**Sequential cells colored by netlist name**

Scale bar: 20 µm. Other sequential cells in the stronger gray, the rest of the logic in the fainter gray.
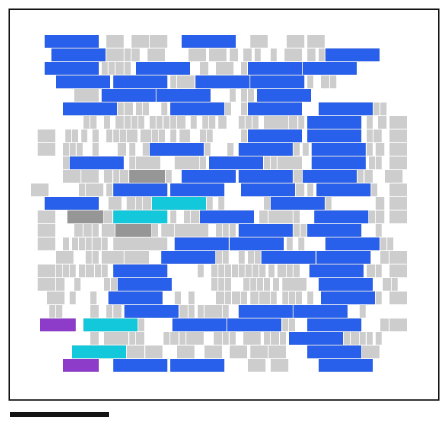
**Cells colored by class**

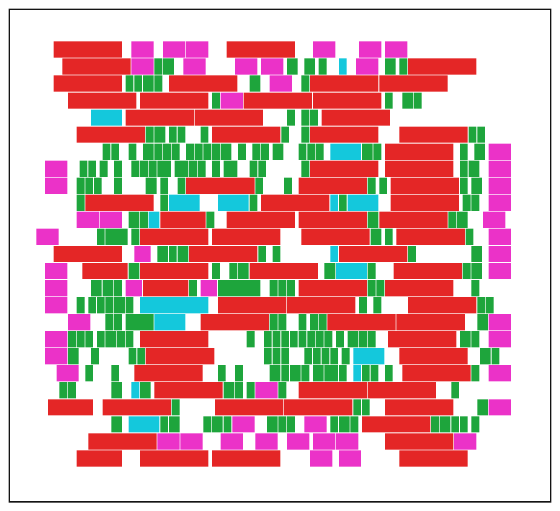
**Signal wires by layer**

Scale bar: 20 µm.
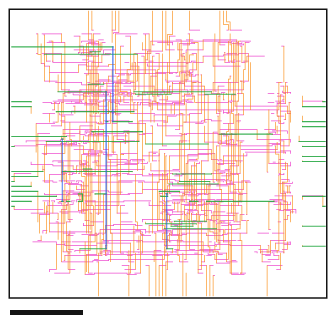
[config.mk]
export PLATFORM = sky130hd
export DESIGN_NAME = issue_control_unit
export DESIGN_NICKNAME = d
export VERILOG_FILES = /design/src/rtl/isa_pkg.sv /design/src/rtl/opcode_decoder.sv /design/src/rtl/issue_control_unit.sv
export SDC_FILE = /design/constraint.sdc
export NUM_CORES = 1
export LEC_CHECK = 0
export ABC_AREA = 1
export CORE_ASPECT_RATIO = 0.9
export CORE_MARGIN = 4
export CORE_UTILIZATION = 57
export CTS_CLUSTER_DIAMETER = 80
export CTS_CLUSTER_SIZE = 20
export DETAILED_ROUTE_END_ITERATION = 16
export HOLD_SLACK_MARGIN = 0.15
export PLACE_DENSITY = 0.84
export SETUP_SLACK_MARGIN = 0.05
export SYNTH_ARGS = -nofsm -noshare
export SYNTH_HDL_FRONTEND = slang
export SYNTH_SLANG_ARGS = --single-unit
export TNS_END_PERCENT = 1
[constraint.sdc]
create_clock -name clk -period 8.15 [get_ports clk]
set_input_delay 1.63 -clock clk [delete_from_list [all_inputs] [get_ports clk]]
set_output_delay 1.63 -clock clk [all_outputs]
set_load 0.02 [all_outputs]
[src/rtl/isa_pkg.sv]
// Shared ISA definitions: opcode encodings, control-word bit positions and the control word type.
package isa_pkg;

  typedef logic [15:0] ctrl_word_t;

  localparam logic [3:0] OP_NOP     = 4'h0;
  localparam logic [3:0] OP_ADD     = 4'h1;
  localparam logic [3:0] OP_SUB     = 4'h2;
  localparam logic [3:0] OP_MUL     = 4'h3;
  localparam logic [3:0] OP_LD      = 4'h4;
  localparam logic [3:0] OP_ST      = 4'h5;
  localparam logic [3:0] OP_CMP     = 4'h6;
  localparam logic [3:0] OP_MOV     = 4'h7;
  localparam logic [3:0] OP_OR      = 4'h8;
  localparam logic [3:0] OP_AND     = 4'h9;
  localparam logic [3:0] OP_NOT     = 4'hA;
  localparam logic [3:0] OP_LSL     = 4'hB;
  localparam logic [3:0] OP_UBRANCH = 4'hC;
  localparam logic [3:0] OP_LSR     = 4'hD;
  localparam logic [3:0] OP_BEQ     = 4'hE;
  localparam logic [3:0] OP_BGT     = 4'hF;

  localparam int CB_ADD     = 0;
  localparam int CB_SUB     = 1;
  localparam int CB_MUL     = 2;
  localparam int CB_LD      = 3;
  localparam int CB_ST      = 4;
  localparam int CB_CMP     = 5;
  localparam int CB_MOV     = 6;
  localparam int CB_OR      = 7;
  localparam int CB_AND     = 8;
  localparam int CB_NOT     = 9;
  localparam int CB_LSL     = 10;
  localparam int CB_LSR     = 11;
  localparam int CB_BEQ     = 12;
  localparam int CB_BGT     = 13;
  localparam int CB_WB      = 14;
  localparam int CB_UBRANCH = 15;

endpackage

[src/rtl/opcode_decoder.sv]
// Single-lane opcode to control-word decode; purely combinational, zero latency, no flow control.
module opcode_decoder
  import isa_pkg::*;
(
  input  logic [3:0] opcode,
  output ctrl_word_t ctrl,
  output logic       branch
);

  always_comb begin
    ctrl   = '0;
    branch = 1'b0;
    case (opcode)
      OP_ADD:     begin ctrl[CB_ADD] = 1'b1; ctrl[CB_WB] = 1'b1; end
      OP_SUB:     begin ctrl[CB_SUB] = 1'b1; ctrl[CB_WB] = 1'b1; end
      OP_MUL:     begin ctrl[CB_MUL] = 1'b1; ctrl[CB_WB] = 1'b1; end
      OP_LD:      begin ctrl[CB_LD]  = 1'b1; ctrl[CB_WB] = 1'b1; end
      OP_ST:      ctrl[CB_ST]  = 1'b1;
      OP_CMP:     ctrl[CB_CMP] = 1'b1;
      OP_MOV:     begin ctrl[CB_MOV] = 1'b1; ctrl[CB_WB] = 1'b1; end
      OP_OR:      begin ctrl[CB_OR]  = 1'b1; ctrl[CB_WB] = 1'b1; end
      OP_AND:     begin ctrl[CB_AND] = 1'b1; ctrl[CB_WB] = 1'b1; end
      OP_NOT:     begin ctrl[CB_NOT] = 1'b1; ctrl[CB_WB] = 1'b1; end
      OP_LSL:     begin ctrl[CB_LSL] = 1'b1; ctrl[CB_WB] = 1'b1; end
      OP_LSR:     begin ctrl[CB_LSR] = 1'b1; ctrl[CB_WB] = 1'b1; end
      OP_UBRANCH: begin ctrl[CB_UBRANCH] = 1'b1; branch = 1'b1; end
      OP_BEQ:     begin ctrl[CB_BEQ] = 1'b1; branch = 1'b1; end
      OP_BGT:     begin ctrl[CB_BGT] = 1'b1; branch = 1'b1; end
      default:    ctrl = '0;
    endcase
  end

endmodule

[src/rtl/issue_control_unit.sv]
// Decode, branch-squash and buffer issue bundles in a DEPTH-entry FIFO; 1-cycle latency, in_ready from occupancy only.
// Optional perf counters (perf_issued, perf_squashed) when ISSUE_CTRL_PERF_EN is defined.
module issue_control_unit
  import isa_pkg::*;
#(
  parameter int ISSUE_W = 2,
  parameter int DEPTH   = 2
) (
  input  logic                   clk,
  input  logic                   reset,
  input  logic                   in_valid,
  output logic                   in_ready,
  input  logic [ISSUE_W-1:0]     in_lane_valid,
  input  logic [4*ISSUE_W-1:0]   in_opcode,
  input  logic                   flush,
  output logic                   out_valid,
  input  logic                   out_ready,
  output logic [ISSUE_W-1:0]     out_lane_valid,
  output logic [16*ISSUE_W-1:0]  out_ctrl
`ifdef ISSUE_CTRL_PERF_EN
  ,
  output logic [31:0]            perf_issued,
  output logic [31:0]            perf_squashed
`endif
);

  localparam int PW = (DEPTH > 1) ? $clog2(DEPTH) : 1;
  localparam int CW = $clog2(DEPTH + 1);

  ctrl_word_t              dec_ctrl [ISSUE_W];
  logic [ISSUE_W-1:0]      dec_branch;
  logic [ISSUE_W-1:0]      keep_lv;
  logic [16*ISSUE_W-1:0]   keep_ctrl;
  logic                    branch_seen;

  logic [ISSUE_W-1:0]      mem_lv   [DEPTH];
  logic [16*ISSUE_W-1:0]   mem_ctrl [DEPTH];
  logic [PW-1:0]           rd_ptr, wr_ptr;
  logic [CW-1:0]           count;
  logic                    push, pop;

  for (genvar g = 0; g < ISSUE_W; g++) begin : g_dec
    opcode_decoder u_dec (
      .opcode (in_opcode[4*g +: 4]),
      .ctrl   (dec_ctrl[g]),
      .branch (dec_branch[g])
    );
  end

  // Lanes younger than the oldest valid branch are dropped; the branch itself survives.
  always_comb begin
    keep_lv     = '0;
    keep_ctrl   = '0;
    branch_seen = 1'b0;
    for (int i = 0; i < ISSUE_W; i++) begin
      if (in_lane_valid[i] && !branch_seen) begin
        keep_lv[i]           = 1'b1;
        keep_ctrl[16*i +: 16] = dec_ctrl[i];
        if (dec_branch[i]) branch_seen = 1'b1;
      end
    end
  end

  assign in_ready       = (count < CW'(DEPTH));
  assign out_valid      = (count != '0);
  assign push           = in_valid && in_ready && (|in_lane_valid) && !flush;
  assign pop            = out_valid && out_ready && !flush;
  assign out_lane_valid = out_valid ? mem_lv[rd_ptr]   : '0;
  assign out_ctrl       = out_valid ? mem_ctrl[rd_ptr] : '0;

  function automatic logic [PW-1:0] ptr_inc(input logic [PW-1:0] p);
    return (p == PW'(DEPTH - 1)) ? '0 : p + 1'b1;
  endfunction

  always_ff @(posedge clk) begin
    if (reset || flush) begin
      rd_ptr <= '0;
      wr_ptr <= '0;
      count  <= '0;
    end else begin
      if (push) wr_ptr <= ptr_inc(wr_ptr);
      if (pop)  rd_ptr <= ptr_inc(rd_ptr);
      if (push && !pop)      count <= count + 1'b1;
      else if (pop && !push) count <= count - 1'b1;
    end
  end

  // Entry storage needs no reset: outputs are gated by occupancy.
  always_ff @(posedge clk) begin
    if (!reset && push) begin
      mem_lv[wr_ptr]   <= keep_lv;
      mem_ctrl[wr_ptr] <= keep_ctrl;
    end
  end

`ifdef ISSUE_CTRL_PERF_EN
  always_ff @(posedge clk) begin
    if (reset) begin
      perf_issued   <= '0;
      perf_squashed <= '0;
    end else begin
      if (pop)  perf_issued   <= perf_issued + 32'($countones(out_lane_valid));
      if (push) perf_squashed <= perf_squashed + 32'($countones(in_lane_valid & ~keep_lv));
    end
  end
`endif

endmodule

==> GITHUB_STEP_SUMMARY <==
## Synthesis and layout report

| Metric | Value |
|---|---|
| Outcome | complete, no violations |
| Mux area share | 0% |
| Log Warnings | 26 |
| Main logic family | simple AND/OR/NAND/NOR gates |
| VDD IR max | 128 µV |
| Skew final | 0.00426 ns |
| Aoi share | 6.98% |
| CTS root buffer | clkbuf_8 |
| Die Y | 78.4 µm |
| Total power draw | 0.723 mW |
| Post-Synth Simple-Gate Area | 19.7% |
| Worst setup EP type | primary output |
| Setup WS pre-CTS | 4.44 ns |
| Post-CTS Setup Bufs | 0 |
| R2R setup slack | 6.38 ns |
| DRT antenna net count | 0 |
| Die ar. | 6760 µm² |
| Clock Latency Late Sink | 0.33 ns |
| Area leader share | 65.1% |
| Dominant flop cell | edfxtp_1 |
| Global-route wire length before repair | 10,400 µm |
| Syn nets | 326 |
| Setup WS post-layout | 4.10 ns |
| Final Cell Area | 3880 µm² |
| Reg2reg end | mem_ctrl[0][15] |
| #FFs+latches synth | 73 |
| H-tree depth | 3 |
| Final Max Tran Viols | 0 |
| Total GRT Usage | 20.2% |
| Setup Viol. Count Final | 0 |
| Yosys warns | 0 |
| Yosys stat area | 3140 µm² |
| # diodes | 0 |
| Xor+xnor area frac | 0% |
| Critical Path Fanout Max | 34 |
| Hold/Removal Path Class | reg -> reg |
| Syn avg cell area | 10.1 µm² |
| Yosys stat cell total | 310 |
| Reg2reg path depth | 6 |
| Post-route DRC | 0 |
| Max Cap Violations | 0 |
| Drt wl/cell | 14.4 µm |
| Critical Path RT | 6.52 ns |
| Max_slew headroom | 34.3% |
| Fp util | 59.4% |
| Worst Path Arrival | 2.42 ns |
| Initial antenna violation count | 0 |
| Pwr/cell area | 186 nW/µm² |
| Synth area leader | edfxtp_1 |
| Gp weighted congestion | 0.903 |
| CTS Buf Count | 9 |
| Clock buffer depth | 2 |
| Syn Inst Count | 310 |
| Vias in the first global route | 2,193 |
| Worst-margin pin slew | 0.980 ns |
| Setup_tns | 0 ns |
| Layout cell share with drive strength beyond 1 | 5.96% |
| Post-synth ARST share | 0% |
| Hold_buf cts | 0 |
| Fin crit period | 4.05 ns |
| Final period util | 49.7% |
| Yosys cell types | 16 |
| Fa+ha+maj area frac | 0.399% |
| I/O Buffers | 50 |
| Die Wd | 86.2 µm |
| Top cells by count | nand2_1, edfxtp_1, nor2_1 |
| Resized Gates After CTS | 0 |
| DP Cell Count | 420 |
| Final Hold Violation Tally | 0 |
| CTS tree | done |
| Via Count | 2,278 |
| RSZ-0062 raised after global routing | no |
| Crit path kind | reg -> out |
| Top-count cell post-synth | nand2_1 |
| Synthesized area | 3140 µm² |
| EDFF count, synth | 68 |
| Maximum clock frequency | 0.247 GHz |
| Largest cells by area after synthesis | edfxtp_1, nand2_1, a21oi_1, nor2_1, dfxtp_1 |
| Drt total wl | 6290 µm |
| # IOs | 51 |
| Finished Layout Cells | 436 |
| Clock Pin Slew Worst Setup and Hold Paths | 0.07 ns |
| Core area | 5290 µm² |
| Final net count | 380 |
| Leak Pwr | 1.36 nW |
| Initial DRT Pass Iterations | 4 |
| Num rows | 25 |
| Startpoint types | flip-flop |
| Reg-to-Reg Start | count[1] |
| Layout fillers | 365 |
| Placed Area | 3700 µm² |
| Largest net degree at the start of global routing | 35 |
| Vias per cell | 5.22 |
| Worst setup path end | out_ctrl[12] |
| Synth Seq Share | 68.3% |
| CTS Sinks | 73 |
| Dpl hpwl | 4160 µm |
| Starting DRT DRC Count | 262 |
| Area Growth Syn to Fin | 23.6% |
| Total gr overflow | 0 |
About 'sequential cells colored by netlist name':
| color | netlist name | sequential cells |
|---|---|---|
| blue | mem_ctrl | 64 |
| purple | count | 2 |
| cyan | mem_lv | 4 |
not colored: 3
Final Util: 73.4%
flop share of the area: 55.2%
Flop area: 2140 µm²
sequential cell power: 0.412 mW

About 'cells colored by class':
| color | class | cells | share of their area |
|---|---|---|---|
| magenta | remaining buffers and delay cells | 53 | 14% |
| green | combinational and other logic | 227 | 25% |
| cyan | clock drivers and dummy loads | 16 | 4.7% |
| red | sequential cells | 73 | 56% |

About 'signal wires by layer':
| color | layer | wire length |
|---|---|---|
| blue | metal 4 | 95.2 µm |
| magenta | metal 1 | 2,590 µm |
| green | metal 3 | 489 µm |
| orange | metal 2 | 3,120 µm |

## cell type report
| class | instances | area [µm²] | share of cell area (%) |
|---|---|---|---|
| tap | 67 | 83.8 | 2.16 |
| timing repair buffer | 53 | 523 | 13.5 |
| clock buffer | 11 | 131 | 3.39 |
| sequential | 73 | 2140 | 55.2 |
| inverter | 26 | 97.6 | 2.52 |
| clock inverter | 5 | 46.3 | 1.19 |
| multi-input combinational | 201 | 856 | 22.1 |
## flip-flops by register name (all words and copies together) (netlist names), named ones only
| register | count |
|---|---|
| mem_ctrl | 64 |
| mem_lv | 4 |
| count | 2 |
| rd_ptr | 1 |
| wr_ptr | 1 |
## layout by cell type (no fill, tap or decap), types with 2 or more instances in the layout
master / instances
nand2_1: 97
edfxtp_1: 68
clkdlybuf4s50_1: 50
nor2_1: 48
a21oi_1: 37
inv_1: 23
nand3_1: 9
clkbuf_8: 9
dfxtp_1: 5
nand2_2: 4
clkinv_1: 4
o21ai_0: 3
buf_4: 3
inv_2: 2
clkbuf_1: 2
## cell families after synthesis
group,after synthesis
buffers and inverters,36
AOI/OAI and AO/OA,41
and+or+nand+nor,159
adders and majority gates,1
DFF,73
## critical path, stage by stage (launching register included)
cell and delay (ns):
dfxtp_1 0.34, clkinv_1 0.76, nand2_1 0.29, a21oi_1 0.12
clkdlybuf4s50_1 0.57
## power breakdown
part / leakage (nW) / total [mW] / internal (mW) / switching [mW]
clock network: 0.0898 / 0.255 / 0.138 / 0.117
registers: 0.668 / 0.412 / 0.411 / 0.00117
logic: 0.603 / 0.0558 / 0.0199 / 0.0359
## worst min path at each step
stage	from	to	slack (ns)	cells after the start
after floorplan	count[0]	count[0]	0.44	1
after global placement	wr_ptr	wr_ptr	0.46	2
after detailed placement	wr_ptr	wr_ptr	0.47	2
after CTS	wr_ptr	wr_ptr	0.47	2
after global routing	wr_ptr	wr_ptr	0.51	2
final	wr_ptr	wr_ptr	0.47	2
## metal layers
layer	part of all wire (%)	vias up	GRT usage, %
met5	0	-	0
met4	1.5	0	8.41
met3	7.8	11	4.30
met2	50	93	33.7
met1	41	1034	25.6
li1	-	1140	-
## metrics by stage
step                      hold WS, ns  util [%]
final                           0.474      73.4
after floorplan                 0.443         -
after CTS                       0.475      73.4
after detailed placement        0.466      70.0
after global placement          0.457      70.0
after global routing            0.509      73.4
No activity file was given, so power comes from the tool's default toggle rates.
